==> src/rtl/shift_sequencer_if.sv <==
// Command/status bundle for shift_sequencer: the requester drives the command
// fields, the sequencer drives status and register contents.
interface shift_sequencer_if #(
  parameter int WIDTH       = 4,
  parameter int COUNT_WIDTH = 3
);
  logic                   start;
  logic [1:0]             mode;
  logic [COUNT_WIDTH-1:0] amount;
  logic [WIDTH-1:0]       preset;
  logic                   serialInput;
  logic                   busy;
  logic                   done;
  logic                   carryOut;
  logic [WIDTH-1:0]       out;
  logic [WIDTH-1:0]       notout;

  modport master (
    output start, mode, amount, preset, serialInput,
    input  busy, done, carryOut, out, notout
  );

  modport slave (
    input  start, mode, amount, preset, serialInput,
    output busy, done, carryOut, out, notout
  );
endinterface

==> src/rtl/shift_sequencer.sv <==
// Sequenced left-shift/rotate register: loads a preset on start, then performs
// a latched number of shifts one per clock, with busy/done status.
module shift_sequencer #(
  parameter int WIDTH       = 4,
  parameter int COUNT_WIDTH = 3
) (
  input  logic             clockpulse,
  input  logic             clear,
  shift_sequencer_if.slave bus
);

  typedef enum logic [1:0] {IDLE, SHIFT, DONE} state_t;

  state_t                 state_q, state_d;
  logic [1:0]             mode_q, mode_d;
  logic [COUNT_WIDTH-1:0] rem_q, rem_d;
  logic [WIDTH-1:0]       out_q, out_d;
  logic                   carry_q, carry_d;

  // Fill bit entering the LSB; serialInput is deliberately taken live.
  function automatic logic fill_bit(input logic [1:0] m, input logic msb, input logic si);
    case (m)
      2'b00:   return 1'b0;
      2'b01:   return 1'b1;
      2'b10:   return msb;
      default: return si;
    endcase
  endfunction

  always_ff @(posedge clockpulse) begin
    if (clear) begin
      state_q <= IDLE;
      mode_q  <= 2'b00;
      rem_q   <= '0;
      out_q   <= '0;
      carry_q <= 1'b0;
    end else begin
      state_q <= state_d;
      mode_q  <= mode_d;
      rem_q   <= rem_d;
      out_q   <= out_d;
      carry_q <= carry_d;
    end
  end

  always_comb begin
    state_d = state_q;
    mode_d  = mode_q;
    rem_d   = rem_q;
    out_d   = out_q;
    carry_d = carry_q;
    case (state_q)
      IDLE: begin
        if (bus.start) begin
          mode_d  = bus.mode;
          rem_d   = bus.amount;
          out_d   = bus.preset;
          carry_d = 1'b0;
          state_d = (bus.amount == '0) ? DONE : SHIFT;
        end
      end
      SHIFT: begin
        carry_d = out_q[WIDTH-1];
        out_d   = {out_q[WIDTH-2:0], fill_bit(mode_q, out_q[WIDTH-1], bus.serialInput)};
        rem_d   = rem_q - COUNT_WIDTH'(1);
        if (rem_q == COUNT_WIDTH'(1)) state_d = DONE;
      end
      DONE:    state_d = IDLE;
      default: state_d = IDLE;
    endcase
  end

  assign bus.busy     = (state_q != IDLE);
  assign bus.done     = (state_q == DONE);
  assign bus.carryOut = carry_q;
  assign bus.out      = out_q;
  assign bus.notout   = ~out_q;

endmodule

==> src/flat_wrapper.sv <==
// flat-port wrapper written by rule: the top's interface ports become plain ports
module shift_sequencer_flat 
#(
  parameter int WIDTH       = 4,
  parameter int COUNT_WIDTH = 3
)
  (clockpulse, clear, bus_start, bus_mode, bus_amount, bus_preset, bus_serialInput, bus_busy, bus_done, bus_carryOut, bus_out, bus_notout);
  shift_sequencer_if #(.WIDTH(WIDTH), .COUNT_WIDTH(COUNT_WIDTH)) bus_i ();
  input  logic clockpulse;
  input  logic clear;
  input wire logic [$bits(bus_i.start)-1:0] bus_start;
  input wire logic [$bits(bus_i.mode)-1:0] bus_mode;
  input wire logic [$bits(bus_i.amount)-1:0] bus_amount;
  input wire logic [$bits(bus_i.preset)-1:0] bus_preset;
  input wire logic [$bits(bus_i.serialInput)-1:0] bus_serialInput;
  output wire logic [$bits(bus_i.busy)-1:0] bus_busy;
  output wire logic [$bits(bus_i.done)-1:0] bus_done;
  output wire logic [$bits(bus_i.carryOut)-1:0] bus_carryOut;
  output wire logic [$bits(bus_i.out)-1:0] bus_out;
  output wire logic [$bits(bus_i.notout)-1:0] bus_notout;
  assign bus_i.start = bus_start;
  assign bus_i.mode = bus_mode;
  assign bus_i.amount = bus_amount;
  assign bus_i.preset = bus_preset;
  assign bus_i.serialInput = bus_serialInput;
  assign bus_busy = bus_i.busy;
  assign bus_done = bus_i.done;
  assign bus_carryOut = bus_i.carryOut;
  assign bus_out = bus_i.out;
  assign bus_notout = bus_i.notout;
  shift_sequencer #(.WIDTH(WIDTH), .COUNT_WIDTH(COUNT_WIDTH)) u_core (.clockpulse(clockpulse), .clear(clear), .bus(bus_i));
endmodule
==> config.mk <==
export PLATFORM = sky130hd
export DESIGN_NAME = shift_sequencer_flat
export DESIGN_NICKNAME = d
export VERILOG_FILES = /design/src/rtl/shift_sequencer_if.sv /design/src/rtl/shift_sequencer.sv /design/src/flat_wrapper.sv
export SDC_FILE = /design/constraint.sdc
export NUM_CORES = 1
export LEC_CHECK = 0
export CORE_MARGIN = 2
export CORE_UTILIZATION = 40
export DETAILED_ROUTE_END_ITERATION = 10
export PLACE_DENSITY_LB_ADDON = 0.1
export SYNTH_ARGS = -nofsm -noshare
export SYNTH_HDL_FRONTEND = slang
export SYNTH_SLANG_ARGS = --single-unit
==> constraint.sdc <==
create_clock -name clockpulse -period 2.2 [get_ports clockpulse]
set_input_delay 0.22 -clock clockpulse [delete_from_list [all_inputs] [get_ports clockpulse]]
set_output_delay 0.22 -clock clockpulse [all_outputs]
set_load 0.005 [all_outputs]
**Run 1: PDN straps and rails**

Scale: 10 px per um. Pins as bars on the die edge. Tap cells in gray.
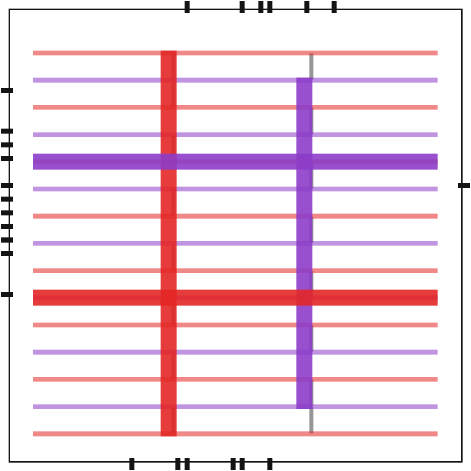
| color | net |
|---|---|
| red | VSS |
| purple | VDD |
rows: 14
met4 straps: 2
tap cells: 16
met5 straps: 2
signal pins: 24
maximum VDD drop: 0.379 mV
die y size: 45.1 um
Chip Width: 45.1 um
Core Region: 1540 um2

**Run 1: cell classes on the final placement**

Scale: 10 px per um. Fill, decap, tap and diode cells in gray.
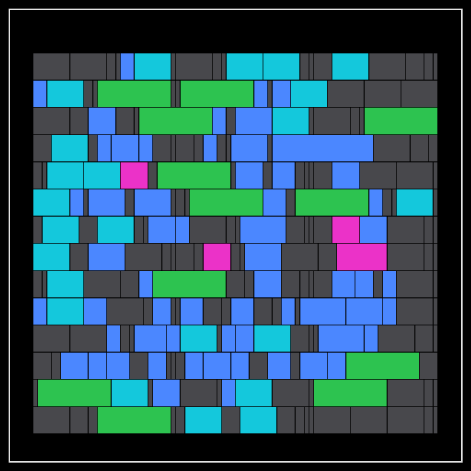
| color | class | cells | share of their area |
|---|---|---|---|
| magenta | clock drivers and dummy loads | 4 | 4.0% |
| green | sequential cells | 12 | 27% |
| cyan | remaining buffers and delay cells | 23 | 25% |
| blue | combinational and other logic | 60 | 44% |
row count: 14
Final Cell Area: 923 um2
final core occ: 59.9%
Seq/total area: 26.0%

==> results.ini, run 1 <==
[route]
drtIter0Drc=8
firstDrtPassIters=4
totalWireLength_mm=1.49
drt-vias-per-instance=5.27
drt.antenna.violating_nets=0

[logic_synthesis]
edf_count=0
async_reset_ff_share_pct=0
synthFlopType=dfxtp_1
syn_inst=77
yosys_warnings=0
yosysSeqAreaShare_pct=35.6
ys_chip_area_um2=676
fp_nets=92
synth_area_um2=676
synth_top_cell_by_count=dfxtp_1
top_cells_by_count=dfxtp_1 (12), inv_1 (9), nor2_1 (8), mux2i_1 (6), a211oi_1 (4)
top_cells_by_area=dfxtp_1 (36%), mux2i_1 (8.9%), inv_1 (5.0%)

[placed_design]
dp_cells=111
dp_hpwl_mm=1.12
gp_congestion=0.756
port-buffer-count=23

[run_status]
status=complete, no violations

[floorplanning]
num_io_pins=24
fp_util_pct=43.8
dieArea_um2=2030

[worst_setup_path]
reg2reg_depth=3
r2r_start=u_core.state_q[0]$_SDFFE_PP0P_
critPathRequiredTime_ps=1980
rr_endpoint=u_core.bus.out[0]$_SDFFE_PP0P_
crit_slowest_cell=dfxtp_1
critPathArrivalTime_ps=1700
path_max_fanout=17
crit_cells=2
rrSetupSlack_ps=660
crit_family=flip-flops
crit_chain=or2_2 -> clkdlybuf4s50_1

[timing]
fin_crit_ps=1920
rsz0062_at_grt=no
fmax_mhz=521
worst_pin_slew_ps=613
fin_crit_sh_pct=87.3
relSlewSlack_pct=59.1
whs_ps=462
skew_ps=5.96
setup_viol=0
finalMaxSlewViolations=0
hold_violations=0

[power_and_ir_drop]
powerDensity_nw_per_um2=653
swShare_pct=27.8
design_power_total_uw=603
p_leak_nw=0.358
p_switching_uw=168
combPwrFrac_pct=26.2
power_frac_seq_pct=44.5

[cts]
hold_buffers=0
cts_buffers=3
cts_resized=0
ctsHtreeMaxLevel=1
clock_path_buffers=2

[global_routing]
grt_max_degree=18
grt_pass1_wl_mm=2.64
grt_overflow_total=0
grt_pass1_vias=601

[cells_and_area]
diodes=0
final_cells=115
drive_above_1_share_pct=9.09
final_nets=115

[run]
drv.max_cap_violation_count=0

[worst_hold_path]
min_to=u_core.rem_q[1]$_SDFFE_PP0P_
hp-class=flop to flop
holdCritStartpoint=u_core.rem_q[1]$_SDFFE_PP0P_

**Run 1: clock network drawn from the DEF**

Scale: 8 px per um.
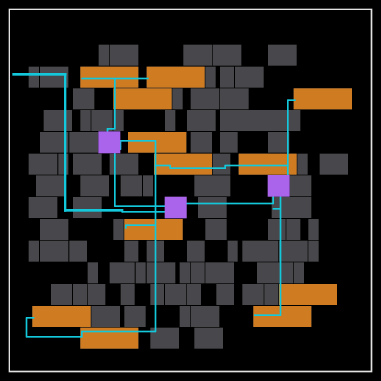
[orange] flip-flops | count: 12
[purple] clock drivers | count: 3
[cyan] clock wires | length: 187 um
routed clock nets: 4
worst skew pair latency: 270 ps
clock share of power: 29.3%

==> run 1: power groups by stage <==
stage / clock network (mW) / logic (mW) / registers, mW
final: 0.177 / 0.158 / 0.268
after floorplan: 0 / 0.102 / 0.259
after global placement: 0 / 0.159 / 0.271
after CTS: 0.182 / 0.160 / 0.269
after detailed placement: 0 / 0.158 / 0.273
after global routing: 0.199 / 0.177 / 0.273
==> run 1: cell type report <==
cell class                 count  area, um2
sequential                    12        240
fill                         144        618
inverter                       9       33.8
clock buffer                   4       36.3
timing repair buffer          23        230
tap                           16       20.0
multi-input combinational     51        363
==> run 1: cell usage in the layout (no fill, tap or decap) <==
cell type        netlist  routed
or2_2                  1       1
a2111oi_4              1       1
nor2_2                 1       1
a22oi_1                1       1
a211oi_1               4       4
o21ba_2                1       1
clkbuf_8               0       1
nand2_1                3       3
clkdlybuf4s50_1        0      23
o21bai_1               1       1
a32oi_1                1       1
nor3_1                 3       3
nor3b_1                2       2
o21ai_0                3       3
o211ai_1               1       1
a21oi_1                3       3
clkbuf_4               0       3
inv_1                  9       9
mux2i_1                6       6
a31oi_1                2       2
nor2_1                 8       8
o21a_1                 1       1
dfxtp_1               12      12
nand2b_1               1       1
ha_1                   2       2
nor3b_2                1       1
nor2b_1                3       3
a21o_1                 1       1
==> run 1: per-stage QoR <==
step	setup WS [ps]	cell area (um2)
final	280	923
after global routing	166	923
after CTS	276	923
after detailed placement	597	887
after global placement	642	887
after floorplan	1100	676
==> run 1: worst min-delay path, delay by kind of cell (launching register included) <==
kind            cells  cell delay [ps]
flops               1              310
simple gates        1               50
compound gates      1               50
==> run 1: flip-flops by register name, summed over array words and instances (netlist names) <==
register             count
u_core.state_q           2
u_core.bus.carryOut      1
u_core.mode_q            2
u_core.bus.out           4
u_core.rem_q             3
==> run 1: how the worst max path moves through the flow <==
stage                                        start                             end  slack [ps]
floorplan           u_core.state_q[1]$_SDFFE_PP0P_  u_core.bus.out[0]$_SDFFE_PP0P_        1100
global placement    u_core.state_q[0]$_SDFFE_PP0P_                        bus_busy         640
detailed placement                       bus_start  u_core.bus.out[0]$_SDFFE_PP0P_         600
CTS                 u_core.state_q[0]$_SDFFE_PP0P_                        bus_busy         280
global route        u_core.state_q[0]$_SDFFE_PP0P_                        bus_busy         170
finish              u_core.state_q[0]$_SDFFE_PP0P_                        bus_busy         280
==> run 1: cells by family after synthesis <==
family	Yosys count	share of synthesized area, %
AOI/OAI and AO/OA	20	23.1
adders and majority gates	2	3.70
buffers and inverters	14	10.7
DFF	12	35.6
muxes	6	8.89
and+or+nand+nor	23	18.0
==> run 1: layer usage <==
layer  wire [um]  up-vias  track usage, %  share of wire (%)
li1            -      309               -                  -
met1         735      278            24.4                 49
met2         659       17            25.4                 44
met3          76        2            6.80                5.1
met4          17        0            8.82                1.1
met5           0        -               0                  0
**Run 1: routing congestion map**

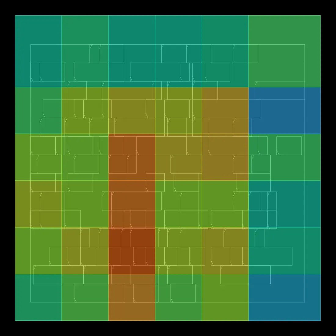

--- run 2 (diff from run 1) ---
--- a/config.mk
+++ b/config.mk
@@ -8,7 +8,7 @@
 export CORE_MARGIN = 2
 export CORE_UTILIZATION = 40
 export DETAILED_ROUTE_END_ITERATION = 10
-export PLACE_DENSITY_LB_ADDON = 0.1
+export PLACE_DENSITY = 0.83
 export SYNTH_ARGS = -nofsm -noshare
 export SYNTH_HDL_FRONTEND = slang
 export SYNTH_SLANG_ARGS = --single-unit
**Run 2: routing congestion map**

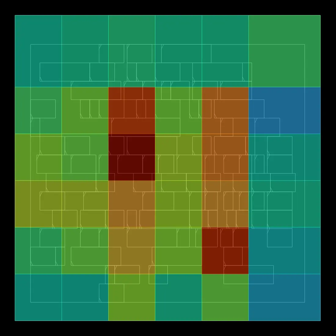
met1 usage: 20.7%
Total GRT Usage: 16.2%

**Run 2: wiring by layer**

Scale: 10 px per um.
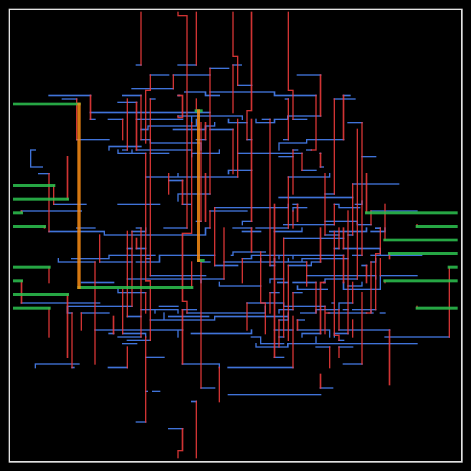
| color | layer | wire length |
|---|---|---|
| blue | metal 1 | 604 um |
| red | metal 2 | 621 um |
| orange | metal 4 | 33.3 um |
| green | metal 3 | 82.3 um |
routed len/inst: 11.8 um
final wirelength: 1.34 mm

==> run 2 against run 1 <==
Net effect: critical path depth did not move; die size is the same; global-route usage is 2.0 points lower; largest power group unchanged; largest cell class unchanged; non-clock buffer count stayed put; hold slack got worse by 1.1 ps.
==> results.ini, run 2 <==
[run_status]
status=complete, no violations

[placed_design]
gp_congestion=0.860
port-buffer-count=23
dp_hpwl_mm=1.04

[route]
drtIter0Drc=14
drt-vias-per-instance=5.14
dr_total_vias=586
firstDrtPassIters=4
drt.antenna.violating_nets=0

[worst_setup_path]
critPathRequiredTime_ps=1980
r2r_start=u_core.state_q[0]$_SDFFE_PP0P_
rrSetupSlack_ps=720
critPathArrivalTime_ps=1640
rr_endpoint=u_core.bus.out[0]$_SDFFE_PP0P_
critPathKind=flop to output port
path_max_fanout=17

[logic_synthesis]
synthFlopType=dfxtp_1
xor_area_share_pct=0
synth_area_um2=676
adder_share_pct=3.70
ys_sh_aoi_pct=23.1
edf_count=0
synth_top_cell_by_count=dfxtp_1
synth.avg_cell_area_um2=8.77
simple_gate_area_share_pct=18.0
yosysSeqAreaShare_pct=35.6
fp_nets=92
yosys-mux-area-fraction_pct=8.89
top_cells_by_area=dfxtp_1 (36%), mux2i_1 (8.9%), inv_1 (5.0%)
top_cells_by_count=dfxtp_1 (12), inv_1 (9), nor2_1 (8), mux2i_1 (6), a211oi_1 (4)
async_reset_ff_share_pct=0
ys_chip_area_um2=676
syn_inst=77
yosys_warnings=0

[cells_and_area]
lay_top_count=clkdlybuf4s50_1
drive_above_1_share_pct=8.16
final_nets=115
largest_reg_flops=4
diodes=0
layout_top_cells=clkdlybuf4s50_1 (23), dfxtp_1 (12), inv_1 (9)

[global_routing]
grt_overflow_total=0
grt_max_degree=18
antenna_found_initial=0
grt_pass1_vias=570
grt_pass1_wl_mm=2.35

[floorplanning]
chipWidth_um=45.1
dieArea_um2=2030
die_h_um=45.1
fp_util_pct=43.8
fp-row-count=14
coreArea_um2=1540
num_io_pins=24

[run]
drv.max_cap_violation_count=0

[cts]
clock_latency_ps=270
cts_resized=0
hold_buffers=0
clock_sinks=12
clock-root-buffer=clkbuf_4
clock_path_buffers=2
cts_buffers=3
ctsHtreeMaxLevel=1
clkTransAtPathRegs_ps=70

[worst_hold_path]
holdCritStartpoint=u_core.rem_q[1]$_SDFFE_PP0P_
hp-class=flop to flop
min_to=u_core.rem_q[1]$_SDFFE_PP0P_

[timing]
rsz0062_at_grt=no
fin_crit_ps=1860
relSlewSlack_pct=62.1
hold_violations=0
fin_crit_sh_pct=84.4
fmax_mhz=538
setup_viol=0
worst_pin_slew_ps=568
whs_ps=461
finalMaxSlewViolations=0

[power_and_ir_drop]
p_leak_nw=0.350
ir_worst_vdd_mv=0.322

==> run 2: cell count changes in the layout (fill, tap and decap cells not counted), sizes merged <==
cell    change
clkbuf      -1
==> run 2: report_power, final <==
| group | total (mW) | leakage [nW] | internal (mW) | switching, mW |
|---|---|---|---|---|
| clock | 0.131 | 0.0138 | 0.0633 | 0.0679 |
| sequential | 0.266 | 0.0991 | 0.238 | 0.0278 |
| combinational | 0.157 | 0.238 | 0.0967 | 0.0601 |
==> run 2: per-layer routing <==
| metal | wire length (um) | up-vias | global-route usage (%) |
|---|---|---|---|
| met1 | 604 | 256 | 20.7 |
| li1 | - | 308 | - |
| met3 | 82 | 4 | 2.40 |
| met2 | 620 | 18 | 23.7 |
| met5 | 0 | - | 0 |
| met4 | 33 | 0 | 13.5 |
==> run 2: critical path, stage by stage, from the launching register on <==
cell and delay [ps]:
dfxtp_1 680, or2_2 200, clkdlybuf4s50_1 480
==> run 2: worst max path at each step <==
stage                                              start                              to  slack, ps  cells after the start
after detailed placement  u_core.state_q[0]$_SDFFE_PP0P_                        bus_busy        620                      2
after global placement    u_core.state_q[0]$_SDFFE_PP0P_                        bus_busy        650                      2
after global routing      u_core.state_q[0]$_SDFFE_PP0P_                        bus_busy        220                      2
final                     u_core.state_q[0]$_SDFFE_PP0P_                        bus_busy        340                      2
after floorplan           u_core.state_q[1]$_SDFFE_PP0P_  u_core.bus.out[0]$_SDFFE_PP0P_       1100                      4
after CTS                 u_core.state_q[0]$_SDFFE_PP0P_                        bus_busy        330                      2
==> run 2: metrics by stage <==
stage	util [%]	instances	instance area, um2	setup slack [ps]
2_1_floorplan	-	77	676	1100
3_3_place_gp	57.5	111	887	650
3_5_place_dp	57.5	111	887	623
4_1_cts	59.0	114	910	334
5_1_grt	59.0	114	910	221
6_report	59.0	114	910	342
==> run 2: cell families after synthesis <==
family	Yosys count
mux	6
simple gates	23
buf+inv	14
flops	12
compound gates	20
fa+ha+maj	2
==> run 2: layout make-up <==
type,instances,area (um2)
Tap cell,16,20.0
Timing Repair Buffer,23,230
Fill cell,149,632
Sequential cell,12,240
Clock buffer,3,22.5
Multi-Input combinational cell,51,363
Inverter,9,33.8
**Run 2: clock network drawn from the DEF**

Scale: 8 px per um.
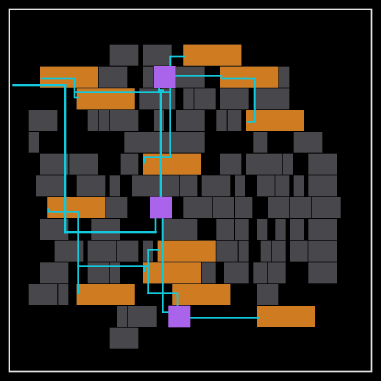

--- run 3 (diff from run 2) ---
==> constraint.sdc (replaced) <==
create_clock -name clockpulse -period 1.8 [get_ports clockpulse]
set_input_delay 0.18 -clock clockpulse [delete_from_list [all_inputs] [get_ports clockpulse]]
set_output_delay 0.18 -clock clockpulse [all_outputs]
set_load 0.005 [all_outputs]
**Run 3: clock network drawn from the DEF**

Scale: 8 px per um.
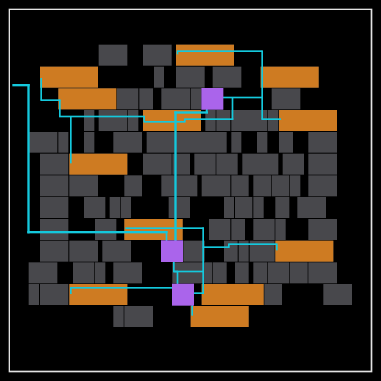
[purple] clock drivers | count: 3
[orange] flip-flops | count: 12
[cyan] clock wires | length: 187 um
routed clock nets: 4
clock share of power: 29.4%
Clock Skews: 2.78 ps
P_clk: 218 uW

==> run 3 against run 2 <==
Net effect: sequential share of layout area decreased by 0.50 points; sequential power increased by 21%; first-iteration DRC count decreased by 29%; cell area increased by 2.5%; area after synthesis unchanged; via count increased by 2.9%; final cell count increased by 1.8%; wire length increased by 8.2%; critical path type unchanged.
==> results.ini, run 3 <==
[global_routing]
grtUsageTotal_pct=16.6
grt_use_met1_pct=19.5
grt_pass1_wl_mm=2.44
antenna_found_initial=0
grt_overflow_total=0
grt.met3_usage_pct=3.60
grt_pass1_vias=621
busiest_layer=met2
grt_max_degree=13

[timing]
worst_pin_slew_ps=518
hold_violations=0
whs_ps=477
fmax_mhz=605
fin_crit_ps=1650
rsz0062_at_grt=no
relSlewSlack_pct=65.4
finalMaxSlewViolations=0
setup_viol=0

[worst_hold_path]
min_to=u_core.rem_q[1]$_SDFFE_PP0P_
hp-class=flop to flop

[logic_synthesis]
ys_sh_aoi_pct=23.1
async_reset_ff_share_pct=0
synth.avg_cell_area_um2=8.77
yosys-mux-area-fraction_pct=8.89
simple_gate_area_share_pct=18.0
yosys_warnings=0
synthFlopType=dfxtp_1
synth_top_cell_by_count=dfxtp_1
ys_chip_area_um2=676
top_cells_by_count=dfxtp_1 (12), inv_1 (9), nor2_1 (8), mux2i_1 (6), a211oi_1 (4)
xor_area_share_pct=0
adder_share_pct=3.70
synth_area_um2=676
syn_inst=77
yosysSeqAreaShare_pct=35.6
ys_types=29

[placed_design]
port-buffer-count=23
dp_hpwl_mm=1.13

[cts]
clock_latency_ps=270
clock-root-buffer=clkbuf_4
ctsHtreeMaxLevel=1
clkTransAtPathRegs_ps=80
cts_buffers=3
cts_resized=0
hold_buffers=0
clock_path_buffers=2

[floorplanning]
num_io_pins=24
chipWidth_um=45.1
fp_util_pct=43.8
die_h_um=45.1

[worst_setup_path]
critPathArrivalTime_ps=1470
path_max_fanout=11
critPathRequiredTime_ps=1620
r2r_start=u_core.state_q[0]$_SDFFE_PP0P_
crit_cells=2
rr_endpoint=u_core.bus.out[0]$_SDFFE_PP0P_
crit_chain=or2_2 -> clkdlybuf4s50_1
crit_family=flip-flops
worst-path-buf-inv=1
reg2reg_depth=3
rrSetupSlack_ps=510
critPathKind=flop to output port

[run]
drv.max_cap_violation_count=0

[cells_and_area]
fill_cells=152
lay_top_count=clkdlybuf4s50_1
drive_above_1_share_pct=11.0
layout_top_cells=clkdlybuf4s50_1 (23), dfxtp_1 (11), inv_1 (9)

[route]
drt.antenna.violating_nets=0
dr_total_vias=603
drt-vias-per-instance=5.20
firstDrtPassIters=3
drtIter0Drc=10
post_drt_wl_per_cell_um=12.5

[power_and_ir_drop]
p_leak_nw=0.363
ir_worst_vdd_mv=0.520

[run_status]
status=complete, no violations

**Run 3: cell classes on the final placement**

Scale: 10 px per um. Fill, decap, tap and diode cells in gray.
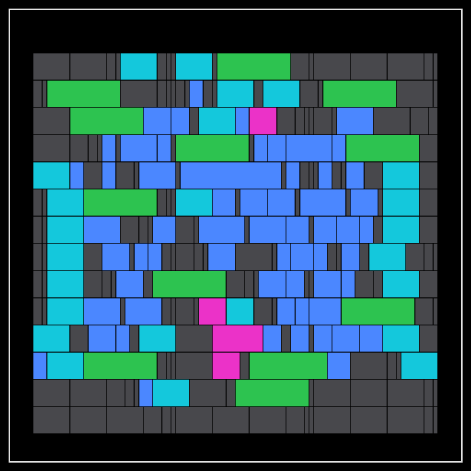
| color | class | cells | share of their area |
|---|---|---|---|
| cyan | remaining buffers and delay cells | 24 | 26% |
| magenta | clock drivers and dummy loads | 4 | 4.0% |
| blue | combinational and other logic | 60 | 43% |
| green | sequential cells | 12 | 26% |
Seq/total area: 25.9%
final core occ: 60.5%
Final Cell Area: 932 um2

[run 3: netlist changes by cell type in the layout (fill, tap and decap cells not counted)]
| cell | change |
|---|---|
| clkbuf_8 | +1 |
| buf_4 | +1 |
| dfxtp_2 | +1 |
| dfxtp_1 | -1 |
[run 3: per-layer routing]
metal  share of wire (%)  vias to the layer above
met5                   0                        -
met4                 2.5                        0
met3                 5.0                        4
met2                  47                       18
met1                  46                      272
li1                    -                      309
[run 3: metrics by stage]
| stage | utilization, % | setup WS [ps] | cell area (um2) | total power, mW |
|---|---|---|---|---|
| 6_report | 60.5 | 146 | 932 | 0.741 |
| 3_5_place_dp | 58.0 | 270 | 895 | 0.530 |
| 3_3_place_gp | 58.0 | 305 | 895 | 0.524 |
| 5_1_grt | 60.5 | 60.8 | 932 | 0.787 |
| 4_1_cts | 60.4 | 94.9 | 931 | 0.747 |
| 2_1_floorplan | - | 698 | 676 | 0.441 |
[run 3: logic make-up (layout without fill, tap and decap cells)]
group,after synthesis,in the layout
multiplexers,6,6
buffers and inverters,14,37
AND-OR/OR-AND,20,20
flip-flops,12,12
AND/OR/NAND/NOR,23,23
adder cells (fa/ha/maj),2,2
[run 3: area by class of cell]
cell class | count | area, um2 | share of cell area, %
sequential | 12 | 241 | 25.9
tap | 16 | 20.0 | 2.15
inverter | 9 | 33.8 | 3.62
multi-input combinational | 51 | 363 | 38.9
timing repair buffer | 24 | 238 | 25.5
clock buffer | 4 | 36.3 | 3.89
[run 3: how the worst max path moves through the flow]
stage                                         startpoint                             end  slack, ps
final                     u_core.state_q[0]$_SDFFE_PP0P_                        bus_busy        150
after global routing      u_core.state_q[0]$_SDFFE_PP0P_                        bus_busy         60
after CTS                 u_core.state_q[1]$_SDFFE_PP0P_                        bus_done         90
after detailed placement                       bus_start  u_core.bus.out[0]$_SDFFE_PP0P_        270
after global placement                         bus_start  u_core.bus.out[0]$_SDFFE_PP0P_        310
after floorplan           u_core.state_q[1]$_SDFFE_PP0P_  u_core.bus.out[0]$_SDFFE_PP0P_        700
[run 3: where the power goes]
part	switching (mW)	total [mW]	internal [mW]
clock network	0.0952	0.218	0.123
logic	0.0807	0.202	0.121
registers	0.0297	0.321	0.292
total	0.206	0.741	0.535
[run 3: worst min-delay path, cell delays in order, from the launching register on]
cell and delay, ps:
dfxtp_1 320, nand2_1 50, a21oi_1 50
No activity file was given, so power comes from the tool's default toggle rates.
